===== src/rtl/fsm_array_if.sv =====
// Channel condition inputs, global controls and per-channel status outputs of fsm_array.
// The master side drives conditions and controls; the slave side is the FSM array.
interface fsm_array_if #(
  parameter int unsigned CH    = 4,
  parameter int unsigned CNT_W = 8
);
  logic             en;
  logic [CH-1:0]    a;
  logic [CH-1:0]    b;
  logic [CH-1:0]    c;
  logic             cnt_clr;
  logic [CH-1:0]    k;
  logic [CH-1:0]    m;
  logic [CH-1:0]    l;
  logic [CH-1:0]    busy;
  logic [CH-1:0]    to_pulse;
  logic [CNT_W-1:0] l_cnt;

  modport master (
    output en, a, b, c, cnt_clr,
    input  k, m, l, busy, to_pulse, l_cnt
  );

  modport slave (
    input  en, a, b, c, cnt_clr,
    output k, m, l, busy, to_pulse, l_cnt
  );
endinterface


===== src/rtl/fsm_array.sv =====
// Array of CH independent channel FSMs with per-channel dwell timeout and a shared
// saturating counter of L-state entries.
module fsm_array #(
  parameter int unsigned CH      = 4,
  parameter int unsigned TIMEOUT = 8,
  parameter int unsigned CNT_W   = 8
) (
  input logic        clk,
  input logic        rst_n,
  fsm_array_if.slave bus_io
);

  typedef enum logic [2:0] {
    StIdle = 3'b000,
    StK    = 3'b001,
    StM    = 3'b010,
    StL    = 3'b100,
    StMl   = 3'b110
  } state_e;

  // Dwell never needs to exceed TIMEOUT-1, the value at which the timeout fires.
  localparam int unsigned DW = (TIMEOUT > 1) ? $clog2(TIMEOUT) : 1;
  localparam logic [DW-1:0] DwellLast = DW'((TIMEOUT > 0) ? TIMEOUT - 1 : 0);
  localparam int unsigned SW = CNT_W + 5;
  localparam logic [SW-1:0] CntMax = {5'b0, {CNT_W{1'b1}}};

  state_e           state_q [CH];
  state_e           state_d [CH];
  logic [DW-1:0]    dwell_q [CH];
  logic [DW-1:0]    dwell_d [CH];
  logic [CH-1:0]    pulse_d;
  logic [CH-1:0]    l_enter;
  logic [CH-1:0]    k_q, m_q, l_q, busy_q, to_pulse_q;
  logic [CNT_W-1:0] l_cnt_q, l_cnt_d;
  logic [SW-1:0]    cnt_sum;

  always_comb begin
    pulse_d = '0;
    l_enter = '0;
    for (int i = 0; i < CH; i++) begin
      state_d[i] = state_q[i];
      dwell_d[i] = dwell_q[i];
      if (bus_io.en) begin
        if (!bus_io.a[i] && !bus_io.b[i] && !bus_io.c[i]) begin
          state_d[i] = StIdle;
        end else if (state_q[i] == StIdle && bus_io.b[i]) begin
          state_d[i] = bus_io.a[i] ? StMl : StK;
        end else if (state_q[i] == StMl && bus_io.b[i] && bus_io.c[i]) begin
          state_d[i] = bus_io.a[i] ? StL : StM;
        end else if ((TIMEOUT != 0) && state_q[i] != StIdle && dwell_q[i] == DwellLast) begin
          state_d[i] = StIdle;
          pulse_d[i] = 1'b1;
        end
        if (state_d[i] != state_q[i] || state_d[i] == StIdle) begin
          dwell_d[i] = '0;
        end else begin
          dwell_d[i] = dwell_q[i] + DW'(1);
        end
        l_enter[i] = (state_d[i] == StL) && (state_q[i] != StL);
      end
    end
  end

  always_comb begin
    cnt_sum = {5'b0, l_cnt_q};
    for (int i = 0; i < CH; i++) begin
      cnt_sum = cnt_sum + SW'(l_enter[i]);
    end
    if (bus_io.cnt_clr) begin
      l_cnt_d = '0;
    end else if (cnt_sum > CntMax) begin
      l_cnt_d = {CNT_W{1'b1}};
    end else begin
      l_cnt_d = cnt_sum[CNT_W-1:0];
    end
  end

  // Decoded flags are registered from the next state so they line up with state_q.
  always_ff @(posedge clk or negedge rst_n) begin
    if (!rst_n) begin
      for (int i = 0; i < CH; i++) begin
        state_q[i] <= StIdle;
        dwell_q[i] <= '0;
      end
      k_q        <= '0;
      m_q        <= '0;
      l_q        <= '0;
      busy_q     <= '0;
      to_pulse_q <= '0;
      l_cnt_q    <= '0;
    end else begin
      for (int i = 0; i < CH; i++) begin
        state_q[i] <= state_d[i];
        dwell_q[i] <= dwell_d[i];
        k_q[i]     <= (state_d[i] == StK);
        m_q[i]     <= (state_d[i] == StM);
        l_q[i]     <= (state_d[i] == StL);
        busy_q[i]  <= (state_d[i] != StIdle);
      end
      to_pulse_q <= pulse_d;
      l_cnt_q    <= l_cnt_d;
    end
  end

  assign bus_io.k        = k_q;
  assign bus_io.m        = m_q;
  assign bus_io.l        = l_q;
  assign bus_io.busy     = busy_q;
  assign bus_io.to_pulse = to_pulse_q;
  assign bus_io.l_cnt    = l_cnt_q;

endmodule


===== src/flat_wrapper.sv =====
// flat-port wrapper written by rule: the top's interface ports become plain ports
module fsm_array_flat 
#(
  parameter int unsigned CH      = 4,
  parameter int unsigned TIMEOUT = 8,
  parameter int unsigned CNT_W   = 8
)
  (clk, rst_n, bus_io_en, bus_io_a, bus_io_b, bus_io_c, bus_io_cnt_clr, bus_io_k, bus_io_m, bus_io_l, bus_io_busy, bus_io_to_pulse, bus_io_l_cnt);
  fsm_array_if #(.CH(CH), .CNT_W(CNT_W)) bus_io_i ();
  input logic clk;
  input logic rst_n;
  input wire logic [$bits(bus_io_i.en)-1:0] bus_io_en;
  input wire logic [$bits(bus_io_i.a)-1:0] bus_io_a;
  input wire logic [$bits(bus_io_i.b)-1:0] bus_io_b;
  input wire logic [$bits(bus_io_i.c)-1:0] bus_io_c;
  input wire logic [$bits(bus_io_i.cnt_clr)-1:0] bus_io_cnt_clr;
  output wire logic [$bits(bus_io_i.k)-1:0] bus_io_k;
  output wire logic [$bits(bus_io_i.m)-1:0] bus_io_m;
  output wire logic [$bits(bus_io_i.l)-1:0] bus_io_l;
  output wire logic [$bits(bus_io_i.busy)-1:0] bus_io_busy;
  output wire logic [$bits(bus_io_i.to_pulse)-1:0] bus_io_to_pulse;
  output wire logic [$bits(bus_io_i.l_cnt)-1:0] bus_io_l_cnt;
  assign bus_io_i.en = bus_io_en;
  assign bus_io_i.a = bus_io_a;
  assign bus_io_i.b = bus_io_b;
  assign bus_io_i.c = bus_io_c;
  assign bus_io_i.cnt_clr = bus_io_cnt_clr;
  assign bus_io_k = bus_io_i.k;
  assign bus_io_m = bus_io_i.m;
  assign bus_io_l = bus_io_i.l;
  assign bus_io_busy = bus_io_i.busy;
  assign bus_io_to_pulse = bus_io_i.to_pulse;
  assign bus_io_l_cnt = bus_io_i.l_cnt;
  fsm_array #(.CH(CH), .TIMEOUT(TIMEOUT), .CNT_W(CNT_W)) u_core (.clk(clk), .rst_n(rst_n), .bus_io(bus_io_i));
endmodule

===== config.mk =====
export PLATFORM = sky130hd
export DESIGN_NAME = fsm_array_flat
export DESIGN_NICKNAME = d
export VERILOG_FILES = /design/src/rtl/fsm_array_if.sv /design/src/rtl/fsm_array.sv /design/src/flat_wrapper.sv
export SDC_FILE = /design/constraint.sdc
export NUM_CORES = 1
export LEC_CHECK = 0
export CORE_ASPECT_RATIO = 2
export CORE_UTILIZATION = 45
export CTS_CLUSTER_DIAMETER = 40
export DETAILED_ROUTE_END_ITERATION = 6
export PLACE_DENSITY = 0.76
export SYNTH_ARGS = -nofsm -noshare
export SYNTH_HDL_FRONTEND = slang
export SYNTH_SLANG_ARGS = --single-unit

===== constraint.sdc =====
create_clock -name clk -period 6.8 [get_ports clk]
set_input_delay 1.36 -clock clk [delete_from_list [all_inputs] [get_ports clk]]
set_output_delay 1.36 -clock clk [all_outputs]
set_load 0.01 [all_outputs]

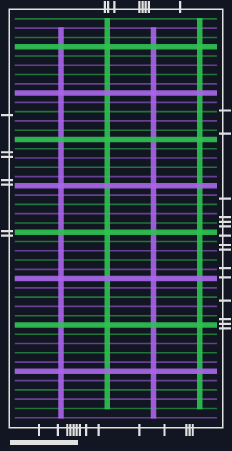
Run 1: floorplan with the power grid
The bar under the picture is 20 um long. Pins as bars on the die edge.
[green] VDD
[purple] VSS
met4 straps: 4
rows: 43

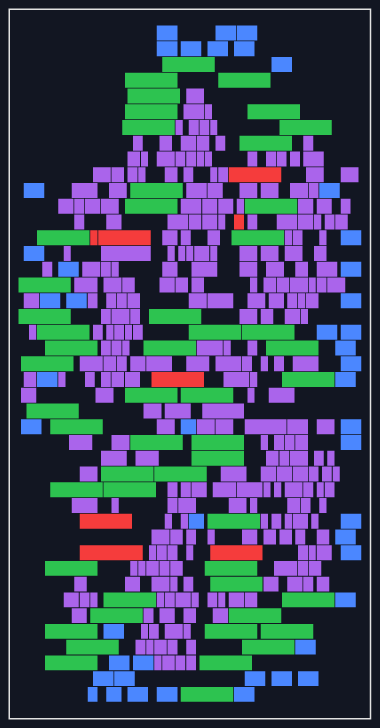
Run 1: cells colored by class
[blue] other buffers and delay cells | cells: 46
[red] clock drivers and dummy loads | cells: 8
[purple] all other logic | cells: 279
[green] flip-flops | cells: 52
Final Cell Area: 3865 um2
row cnt: 43
final core utilization: 55.69%

==> reports/qor.csv, run 1 <==
metric,value,unit
Die X-Extent,62.15,um
Yosys top cell by area,dfrtp_1,
Area leader share,39.97,%
initial antenna violation count,0,
FP Util,46.91,%
Compound-Gate Fraction of Synth Area,21.33,%
Post-Synthesis Cells,349,
Post-synth EDFFs,0,
outcome,finished clean,
Leak Pwr,1.687,nW
Post-DRT Antenna Nets,0,
comb area leader,simple AND/OR/NAND/NOR gates,
TritonCTS Buffers,5,
DRC Markers,0,
tool warning count,26,
Final TNS setup,0,ns
Nets,414,
vias in the first global route,2726,
GRT met2 Usage,37.43,%
post-synth cell types,68,
PD cells,338.1,nW/um2
YS chip area,3256,um2
RSZ-0062 raised after global routing,no,
Pwr Total,0.001307,W
sequential cell power,0.000518,W
total die area,7600,um2
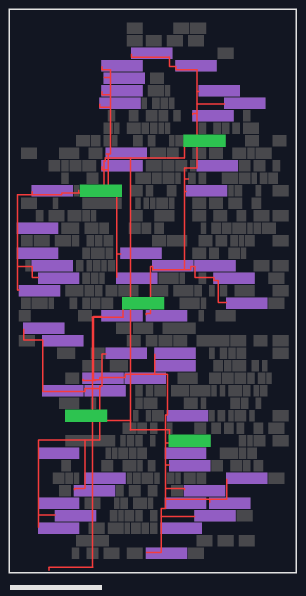
Run 1: clock distribution
The bar under the picture is 20 um long.
[red] clock wires | length: 644 um
[purple] flip-flops | count: 52
[green] cells driving clock nets | count: 5
routed clock nets: 6
Worst Skew: 0.005108 ns
Clock Latency Late Sink: 0.29 ns
Clock power frac: 21.4%
total clock network power: 0.000279 W

run 1: worst max path at each step:
| stage | from | endpoint | slack [ns] | cells past startpoint |
|---|---|---|---|---|
| after floorplan | bus_io_en | u_core.bus_io.l_cnt[0]$_DFF_PN0_ | 2.15 | 14 |
| after CTS | bus_io_a[3] | u_core.bus_io.l_cnt[5]$_DFF_PN0_ | 1.53 | 15 |
| after global placement | bus_io_c[0] | u_core.bus_io.l_cnt[1]$_DFF_PN0_ | 1.35 | 15 |
| after detailed placement | bus_io_a[3] | u_core.bus_io.l_cnt[3]$_DFF_PN0_ | 1.26 | 15 |
| final | bus_io_a[3] | u_core.bus_io.l_cnt[5]$_DFF_PN0_ | 1.52 | 15 |
| after global routing | bus_io_c[0] | u_core.bus_io.l_cnt[3]$_DFF_PN0_ | 1.24 | 15 |
run 1: per-stage QoR:
stage	area [um2]	cells	worst slack, ns
5_1_grt	3865	475	1.238
6_report	3865	475	1.518
2_1_floorplan	3256	349	2.149
3_5_place_dp	3701	467	1.259
4_1_cts	3865	475	1.530
3_3_place_gp	3701	467	1.354
run 1: metal layers:
metal | up-vias | routed length (um)
li1 | 1346 | -
met2 | 74 | 4010
met5 | - | 0
met4 | 0 | 167
met1 | 1385 | 2684
met3 | 12 | 199
run 1: cells in the final DEF (no fill, tap or decap), types with 3 or more instances in the layout:
master | netlist | layout
a21o_1 | 4 | 4
and2_1 | 3 | 3
a21oi_1 | 21 | 21
clkdlybuf4s50_1 | 0 | 42
o21ai_0 | 21 | 21
inv_1 | 18 | 18
nor3b_1 | 5 | 5
nand2_1 | 22 | 22
or3_1 | 3 | 3
nand3_1 | 13 | 13
nand3b_1 | 5 | 5
xnor2_1 | 7 | 7
a22oi_1 | 6 | 6
o31ai_1 | 5 | 5
or2_2 | 3 | 3
nor2b_1 | 4 | 4
nor3_1 | 18 | 18
mux2_2 | 6 | 6
dfrtp_1 | 52 | 52
a31oi_1 | 3 | 3
a32oi_1 | 3 | 3
a211oi_1 | 3 | 3
and3_1 | 10 | 10
clkbuf_16 | 1 | 5
nand2b_1 | 3 | 3
a22o_1 | 8 | 8
buf_4 | 0 | 3
ha_1 | 12 | 12
or2_1 | 3 | 3
nor2_1 | 21 | 21
run 1: state kept, by name, indices dropped and copies added, names as in the netlist:
name and flops:
u_core.dwell_q 12, u_core.state_q 12, u_core.bus_io.l_cnt 8, u_core.bus_io.busy 4, u_core.bus_io.k 4, u_core.bus_io.l 4
u_core.bus_io.m 4, u_core.bus_io.to_pulse 4
run 1: worst reg2reg max path, delay by kind of cell (launching register included):
kind                     cells  cell delay [ns]
AND-OR/OR-AND                6             1.57
flip-flops                   1             0.39
adder cells (fa/ha/maj)      5             1.30
AND/OR/NAND/NOR              3             0.94
buffers and inverters        1             0.06
run 1: final cells by class:
cell class	instances	area, um2
fillers	591	3075
repair buffers	46	447.9
flip-flops and latches	52	1301
clock buffers	6	128.9
clock inverters	2	35.03
multi-input cells	261	1772
inverters	18	67.56
well taps	90	112.6
Run 1, the clock network:
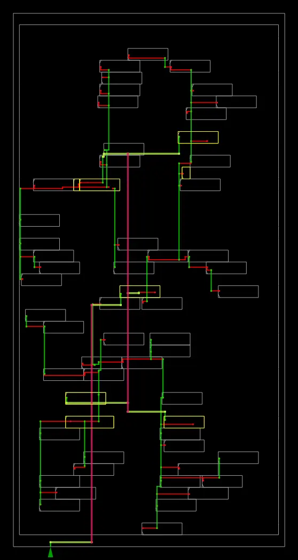

## Run 2: what changed since run 1
--- a/config.mk
+++ b/config.mk
@@ -9,7 +9,7 @@
 export CORE_UTILIZATION = 45
 export CTS_CLUSTER_DIAMETER = 40
 export DETAILED_ROUTE_END_ITERATION = 6
-export PLACE_DENSITY = 0.76
+export PLACE_DENSITY = 0.79
 export SYNTH_ARGS = -nofsm -noshare
 export SYNTH_HDL_FRONTEND = slang
 export SYNTH_SLANG_ARGS = --single-unit
==> constraint.sdc (replaced) <==
create_clock -name clk -period 4.7 [get_ports clk]
set_input_delay 0.94 -clock clk [delete_from_list [all_inputs] [get_ports clk]]
set_output_delay 0.94 -clock clk [all_outputs]
set_load 0.01 [all_outputs]
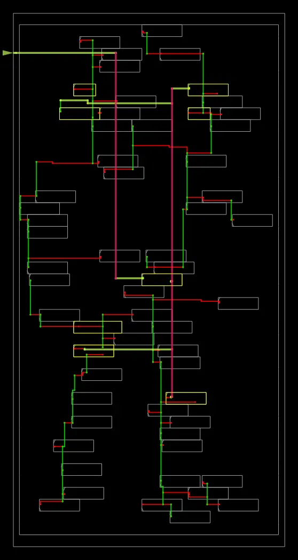
Run 2: the clock network
Sink Count: 52
total clock network power: 0.000438 W

==> run 2 against run 1 <==
  * Core utilization increased by 2.6 points
  * Area after synthesis unchanged
  * Critical path depth up 1
  * Power increased by 49%
  * Highest routed layer unchanged
==> reports/qor.csv, run 2 <==
metric,value,unit,change
Top Layout Cells,"52 x dfrtp_1, 41 x clkdlybuf4s50_1, 22 x nand2_1, 22 x buf_4",,"was 52 x dfrtp_1, 42 x clkdlybuf4s50_1, 22 x nand2_1"
FP Util,46.91,%,unchanged
TritonCTS Buffers,5,,unchanged
YS chip area,3256,um2,unchanged
Post-Synthesis Cells,349,,unchanged
Critical Path Fanout Max,4,,was 7
Die X-Extent,62.15,um,unchanged
initial antenna violation count,0,,unchanged
Nets,433,,was 414
row cnt,43,,unchanged
outcome,finished clean,,unchanged
post-synth cell types,68,,unchanged
die y size,122.3,um,unchanged
vias in the first global route,2822,,"was 2,726"
Post-DRT Antenna Nets,0,,unchanged
Leak Pwr,1.809,nW,was 1.687 nW
register bit total from synthesis,52,,unchanged
Yosys top cell by area,dfrtp_1,,unchanged
PD cells,481.2,nW/um2,was 338.1 nW/um2
Final Cell Area,4046,um2,was 3865 um2
Critical Path Start Type,input pin,,unchanged
Post-synth seq share,39.97,%,unchanged
Final TNS setup,0,ns,unchanged
total die area,7600,um2,unchanged
Post-synth EDFFs,0,,unchanged
# fillers,595,,was 591
Area leader share,39.97,%,unchanged
Clock transition at path regs,0.07,ns,was 0.06 ns
Clock Latency Late Sink,0.30,ns,was 0.29 ns
## run 2: logic make-up after synthesis
kind of cell	count (synthesis)	share of synthesized area [%]
AOI/OAI and AO/OA	101	21.33
xor gates and xnor gates	9	2.421
adders and majority gates	14	5.842
buffers and inverters	36	5.611
DFF	52	39.97
muxes	7	2.383
and+or+nand+nor	130	22.45
## run 2: layout make-up
class                      count  area [um2]  area share [%]
sequential                    52        1301           32.16
timing repair buffer          65       593.1           14.66
clock inverter                 1       30.03          0.7421
inverter                      18       67.56           1.670
clock buffer                   7       152.6           3.772
tap                           90       112.6           2.783
multi-input combinational    261        1789           44.22
## run 2: power breakdown
part | internal, W | total, W | switching (W)
Combinational | 0.000387 | 0.000757 | 0.000370
Clock | 0.000280 | 0.000438 | 0.000158
Sequential | 0.000589 | 0.000752 | 0.000162
## run 2: what timing repair did
| item | in CTS | in global routing |
|---|---|---|
| setup endpoints to repair | 0 | 8 |
| hold buffers | 0 | 0 |
| gates resized | 0 | 6 |
## run 2: per-stage QoR
stage | instances | setup slack, ns | util (%) | total power, W | hold WS, ns
floorplan | 349 | 0.4691 | - | 0.001264 | 0.4831
global placement | 486 | -0.1600 | 55.38 | 0.001482 | 0.4972
detailed placement | 486 | -0.2470 | 55.38 | 0.001511 | 0.5042
CTS | 494 | 0.04992 | 58.01 | 0.001958 | 0.5185
global route | 494 | 0.009551 | 58.30 | 0.002095 | 0.5406
finish | 494 | 0.1601 | 58.30 | 0.001947 | 0.5160
## run 2: worst paths after layout
check,from,end,slack (ns),depth (start not counted)
min in group asynchronous,rst_n,u_core.bus_io.m[3]$_DFF_PN0_,0.75,2
setup reg to reg,u_core.dwell_q[9]$_DFFE_PN0P_,u_core.bus_io.l_cnt[7]$_DFF_PN0_,0.56,16
hold reg to reg,u_core.dwell_q[10]$_DFFE_PN0P_,u_core.dwell_q[10]$_DFFE_PN0P_,0.52,1
max in group asynchronous,rst_n,u_core.state_q[5]$_DFF_PN0_,3.50,2
hold / removal,u_core.dwell_q[10]$_DFFE_PN0P_,u_core.dwell_q[10]$_DFFE_PN0P_,0.52,1
setup / recovery,bus_io_a[0],u_core.bus_io.l_cnt[7]$_DFF_PN0_,0.16,16
## run 2: worst max-delay path, cell delays in order
cell and delay, ns:
clkdlybuf4s50_1 0.46, buf_4 0.17, o21a_1 0.18, o32ai_1 0.29, nor3_1 0.11, ha_1 0.31
fa_1 0.55, ha_1 0.17, inv_1 0.06, fa_1 0.37, or3b_1 0.36, o32ai_1 0.17
buf_4 0.18, and2_1 0.13, o2111ai_1 0.14, a21oi_1 0.17
## run 2: per-layer routing
layer  vias up  track usage [%]  wire [um]
met3        36            3.253        232
met5         -                0          0
met4         0            14.68        355
li1       1386                -          -
met2        74            38.26       3975
met1      1410            20.57       2816
Run 2, cells colored by class:
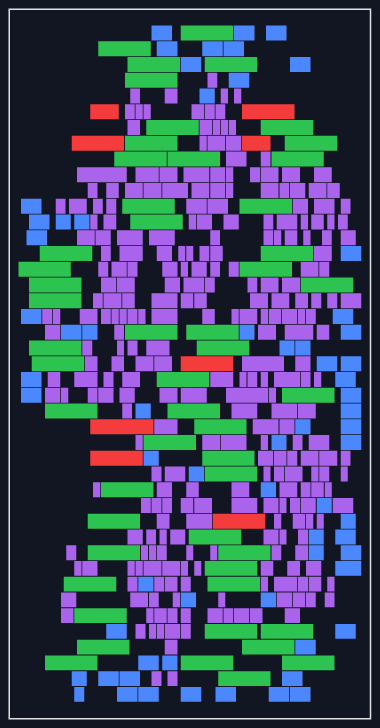

## Run 3: what changed since run 2
--- a/config.mk
+++ b/config.mk
@@ -6,10 +6,10 @@
 export NUM_CORES = 1
 export LEC_CHECK = 0
 export CORE_ASPECT_RATIO = 2
-export CORE_UTILIZATION = 45
+export CORE_UTILIZATION = 35
 export CTS_CLUSTER_DIAMETER = 40
 export DETAILED_ROUTE_END_ITERATION = 6
-export PLACE_DENSITY = 0.79
+export PLACE_DENSITY = 0.66
 export SYNTH_ARGS = -nofsm -noshare
 export SYNTH_HDL_FRONTEND = slang
 export SYNTH_SLANG_ARGS = --single-unit
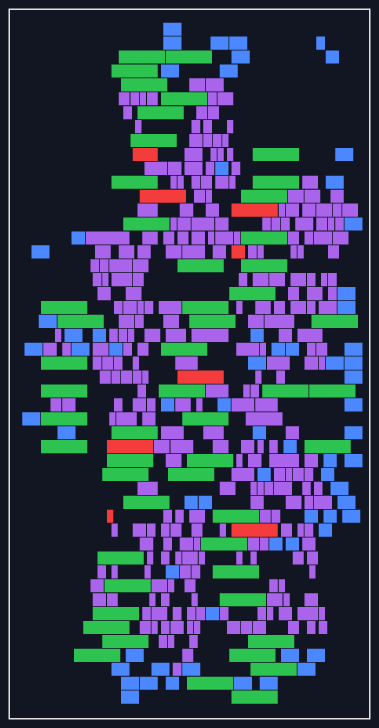
Run 3: cells colored by class
[blue] other buffers and delay cells | cells: 68
[green] flip-flops | cells: 52
[red] clock drivers and dummy loads | cells: 8
[purple] all other logic | cells: 279
Final Cell Area: 4059 um2
row cnt: 49
core area: 9012 um2
Seq area share: 32.06%
final core utilization: 45.04%

==> run 3 against run 2 <==
  * Clock skew is 0.0026 ns lower
  * Sequential share of layout area is 0.099 points lower
  * Clock power is 15% lower
  * Wire length is 4.4% higher
  * Register-to-register slack better by 0.11 ns
  * Worst setup slack better by 0.024 ns
  * Worst hold slack better by 0.0024 ns
  * Non-clock buffer count is 3 higher
  * Power is 3.1% lower
==> reports/qor.csv, run 3 <==
metric,value,unit,change
outcome,finished clean,,unchanged
# fillers,850,,was 595
combinational power share,40.3,%,was 38.9%
metal2 WL,4338,um,was 3975 um
vias in the first global route,2840,,"was 2,822"
die y size,138.4,um,was 122.3 um
Final TNS setup,0,ns,unchanged
Clock transition at path regs,0.07,ns,about the same
FF-to-FF setup slack,0.67,ns,was 0.56 ns
Post-Layout Cell Count,509,,was 494
post-synth cell types,68,,unchanged
yosys simple share,22.44,%,unchanged
Final WS setup,0.1837,ns,was 0.1601 ns
Adders+Majority by Area,5.842,%,unchanged
Area leader share,39.97,%,unchanged
DR WL met3,209,um,was 232 um
tool warning count,26,,unchanged
pre-CTS setup slack,-0.1502,ns,was -0.2470 ns
"Hold-fix buffers, CTS",0,,unchanged
RSZ-0062 raised after global routing,no,,unchanged
Nets,436,,was 433
switching power,0.0006951,W,was 0.0006904 W
comb area leader,simple AND/OR/NAND/NOR gates,,unchanged
Post-synth EDFFs,0,,unchanged
Compound-Gate Fraction of Synth Area,21.33,%,unchanged
Yosys top cell by area,dfrtp_1,,unchanged
PD cells,464.8,nW/um2,was 481.2 nW/um2
FP Util,36.12,%,was 46.91%
Die X-Extent,70.20,um,was 62.15 um
initial antenna violation count,0,,unchanged
DRC Markers,0,,unchanged
area fraction in mux cells,2.383,%,unchanged
P_int,0.001192,W,was 0.001257 W
Post-synth seq share,39.97,%,unchanged
run 3: critical path, stage by stage:
cell	delay (ns)
clkdlybuf4s50_1	0.52
nand3_1	0.15
a211o_1	0.35
a31oi_1	0.19
nor3_1	0.07
ha_1	0.32
fa_1	0.55
ha_1	0.16
inv_1	0.06
fa_1	0.39
or3b_1	0.37
o32ai_2	0.12
o211ai_1	0.14
buf_4	0.17
nor3_1	0.12
a211oi_1	0.07
run 3: kinds of logic (layout without fill, tap and decap cells):
kind of cell / Yosys count / in the layout
AND-OR/OR-AND: 101 / 101
XOR/XNOR: 9 / 9
adder cells (fa/ha/maj): 14 / 14
buffers and inverters: 36 / 94
flip-flops: 52 / 52
multiplexers: 7 / 7
AND/OR/NAND/NOR: 130 / 130
run 3: metrics by stage:
step | hold WS, ns | power, W | cell area [um2]
2_1_floorplan | 0.4831 | 0.001264 | 3256
3_5_place_dp | 0.5067 | 0.001516 | 3881
3_3_place_gp | 0.4991 | 0.001491 | 3881
6_report | 0.5184 | 0.001887 | 4059
4_1_cts | 0.5228 | 0.001899 | 4031
5_1_grt | 0.5464 | 0.002016 | 4059
run 3: repair_timing:
item | CTS | global route
setup endpoints to repair | 0 | 7
setup buffers | 0 | 0
gates resized | 0 | 5
run 3: cell type report:
class	count	area (um2)	share of cell area [%]
multi-input combinational	261	1799	44.33
sequential	52	1301	32.06
timing repair buffer	68	613.1	15.10
clock buffer	7	142.6	3.514
tap	102	127.6	3.144
inverter	18	67.56	1.665
clock inverter	1	7.507	0.1850
run 3: power by group through the flow:
stage	Clock, W	Sequential, W	Combinational, W
6_report	0.000373	0.000754	0.000759
5_1_grt	0.000401	0.000777	0.000839
4_1_cts	0.000383	0.000752	0.000764
3_5_place_dp	0	0.000758	0.000758
3_3_place_gp	0	0.000753	0.000738
2_1_floorplan	0	0.000696	0.000568
run 3: layer usage:
metal  GRT usage (%)  vias to the layer above
li1                -                     1391
met1           17.41                     1410
met2           31.43                       64
met3           2.697                       18
met4           7.579                        0
met5               0                        -
run 3: worst paths after layout:
path,startpoint,to,cells past startpoint
worst max-delay path,bus_io_c[0],u_core.bus_io.l_cnt[6]$_DFF_PN0_,16
worst min-delay path,u_core.dwell_q[5]$_DFFE_PN0P_,u_core.dwell_q[5]$_DFFE_PN0P_,1
worst max register to register,u_core.dwell_q[9]$_DFFE_PN0P_,u_core.bus_io.l_cnt[6]$_DFF_PN0_,16
worst min register to register,u_core.dwell_q[5]$_DFFE_PN0P_,u_core.dwell_q[5]$_DFFE_PN0P_,1
max in group asynchronous,rst_n,u_core.state_q[7]$_DFF_PN0_,2
min in group asynchronous,rst_n,u_core.bus_io.k[2]$_DFF_PN0_,2
No activity file was given, so power comes from the tool's default toggle rates.
